==> images/port_nets.png <==
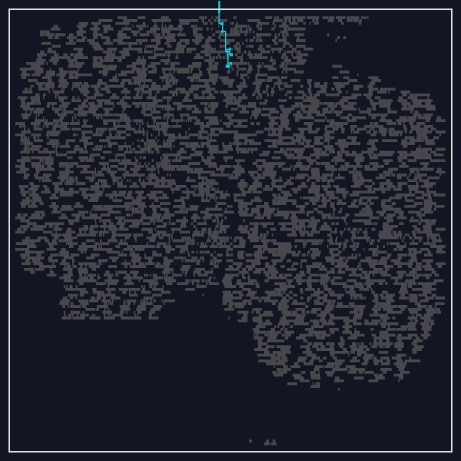
==> images/cell_classes.png <==
Fill, decap, tap and diode cells in grey.
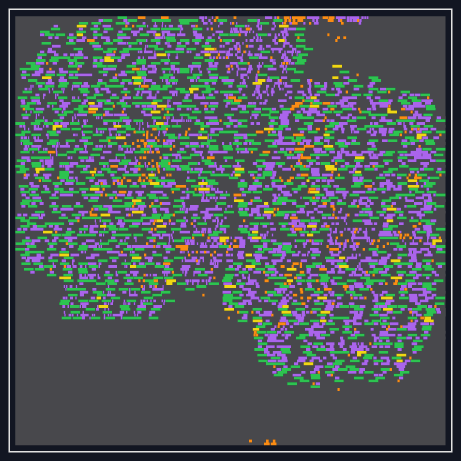
==> images/met2.png <==
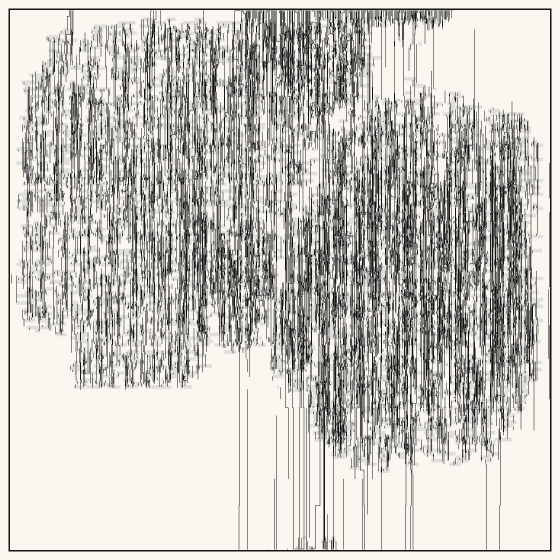
==> config.mk <==
export PLATFORM = sky130hd
export DESIGN_NAME = fetch_unit
export DESIGN_NICKNAME = d
export VERILOG_FILES = /design/src/rtl/riscv_pkg.sv /design/src/rtl/branch_target_buffer.sv /design/src/rtl/fetch_unit.sv
export SDC_FILE = /design/constraint.sdc
export NUM_CORES = 2
export LEC_CHECK = 0
export CAP_MARGIN = 0
export CORE_MARGIN = 5
export CORE_UTILIZATION = 31
export CTS_CLUSTER_DIAMETER = 80
export CTS_CLUSTER_SIZE = 40
export DETAILED_ROUTE_END_ITERATION = 8
export DONT_BUFFER_PORTS = 1
export GPL_TIMING_DRIVEN = 0
export PLACE_DENSITY = 0.48
export SLEW_MARGIN = 20
export SYNTH_ARGS = -nofsm -noshare
export SYNTH_HDL_FRONTEND = slang
export SYNTH_HIERARCHICAL = 1
export SYNTH_SLANG_ARGS = --single-unit
==> constraint.sdc <==
create_clock -name clk -period 34.6 [get_ports clk]
set_input_delay 8.65 -clock clk [delete_from_list [all_inputs] [get_ports clk]]
set_output_delay 8.65 -clock clk [all_outputs]
set_load 0.01 [all_outputs]
==> impl_metrics.toml <==
# synthesis and place-and-route metrics
[drt]
wl_met2_mm = 94.74
dr.pass1.iters = 5
vias_per_cell = 5.523

[final_timing]
skew_ns = 0.05460
worst_pin_slew_ns = 1.202
max_slew_margin_pct = 19.85
timing.final.crit_period_ns = 19.01

[status]
status = "complete, no violations"

[power]
p_per_area_nw_per_um2 = 56.00
leakage_nw = 25.22
p_sw_share_pct = 32.76
internal-power_mw = 2.184

[synth]
synth_flops = 1008
synth_warnings = 6
top_cells_by_area = "dfrtp_1 (48%), mux4_2 (16%), mux2_2 (9.3%), nand2_1 (5.2%), mux2_1 (3.6%)"
yosysUniqueCellTypes = 76
async_flop_share_pct = 100.0
top_cell = "dfrtp_1"
fp_nets = 4082
ys_seq_share_pct = 48.61
ys_top_cells_by_count = "dfrtp_1 (992), nand2_1 (718), mux2_2 (431), mux4_2 (376), clkbuf_1 (220)"
yosysTopAreaCellShare_pct = 47.80

[setup_path]
crit_slowest_cell = "and2_1"
ff2ff_path_depth = 15
cp_num_buf_inv = 3
worst_path_dominant_cell_family = "simple AND/OR/NAND/NOR gates"
cp.depth = 5
slowest_delay_ns = 0.61

[global_routing]
antenna_found_initial = 15
globalRouteMet1Util_pct = 29.71
grt_overflow = 0
grt-busiest-layer = "met2"
grt_max_degree = 38

[floorplan]
die_area_sq_um = 175800
design.core.area_sq_um = 166800
chipWidth_um = 419.3
initial_core_util_pct = 31.13

[final_layout]
fin_cells = 6307
largest_reg_flops = 976
nets = 4183
area.growth.synth_to_final_pct = 11.68
drive_gt1_share_pct = 31.25

[place]
hpwlAfterDp_mm = 141.2
placed_cells = 6188

[cts]
numCtsBuffers = 59

[job]
warnings = 34
Back to the opening pictures, port_nets.png:
| port | colour | bits | direction | edge | end cells | wire |
|---|---|---|---|---|---|---|
| `stall` | cyan | 1 | input | north | 6 | 83.9 um |
I/O pins: 265
buffers added on ports: 0

Back to the opening pictures, cell_classes.png:
| class | colour | cells |
|---|---|---|
| clock drivers and dummy loads | yellow | 112 |
| all other logic | purple | 2573 |
| other buffers and delay cells | orange | 403 |
| flip-flops | green | 1008 |
Final Util: 34.76%
Core Rows: 150
Post-Layout Inst Area: 58000 sq um

Back to the opening pictures, met2.png:
nets with wire on the layer: 3650
wire length on this layer: 94.7 mm
main direction: vertical
share of all routed wire: 48%
longest straight run: 242 um
grt met2 use: 36.26%
via count: 34835

==> layout by cell type, fill, tap and decap left out, types with 23 or more instances in the layout <==
cell type	instances
mux2_4	112
dfrtp_1	992
buf_12	33
o21ai_0	44
nand2_1	718
buf_4	57
a21oi_1	40
nand4_1	23
clkbuf_16	59
buf_2	49
clkbuf_1	205
and2_1	65
nor2_1	86
nor2b_1	41
mux4_2	376
xnor2_1	40
nand3_1	40
mux2i_1	91
mux2_2	431
a22oi_1	25
mux2_1	167
==> power by group through the flow <==
| stage | logic, mW | registers, mW | clock network [mW] |
|---|---|---|---|
| after floorplan | 0.554 | 1.52 | 0 |
| after global placement | 0.756 | 1.58 | 0 |
| after detailed placement | 0.779 | 1.57 | 0 |
| after CTS | 0.781 | 1.55 | 0.937 |
| after global routing | 0.828 | 1.58 | 0.974 |
| final | 0.780 | 1.56 | 0.913 |
==> layout make-up <==
class,instances,area (sq um)
tap,2204,2758
antenna,7,17.52
timing repair buffer,40,840.8
clock inverter,51,885.9
buffer,363,1824
fill,16174,108800
multi-input combinational,2550,24840
inverter,23,90.09
clock buffer,61,1504
sequential,1008,25240
==> tightest hold or removal path: stages, from the launching register on <==
cell,delay (ns)
dfrtp_1,0.35
nand2_1,0.05
nand2_1,0.05
==> stage by stage <==
step / worst slack (ns) / total power [mW] / instance area [sq um] / hold slack, ns / util (%)
floorplan: 12.52 / 2.070 / 51940 / 0.4409 / -
global placement: 6.029 / 2.335 / 54700 / 0.4530 / 32.78
detailed placement: 15.52 / 2.353 / 55590 / 0.4577 / 33.32
CTS: 15.52 / 3.269 / 57980 / 0.4861 / 34.75
global route: 15.47 / 3.382 / 58000 / 0.4941 / 34.76
finish: 15.59 / 3.248 / 58000 / 0.4820 / 34.76
No activity file was given, so power comes from the tool's default toggle rates.
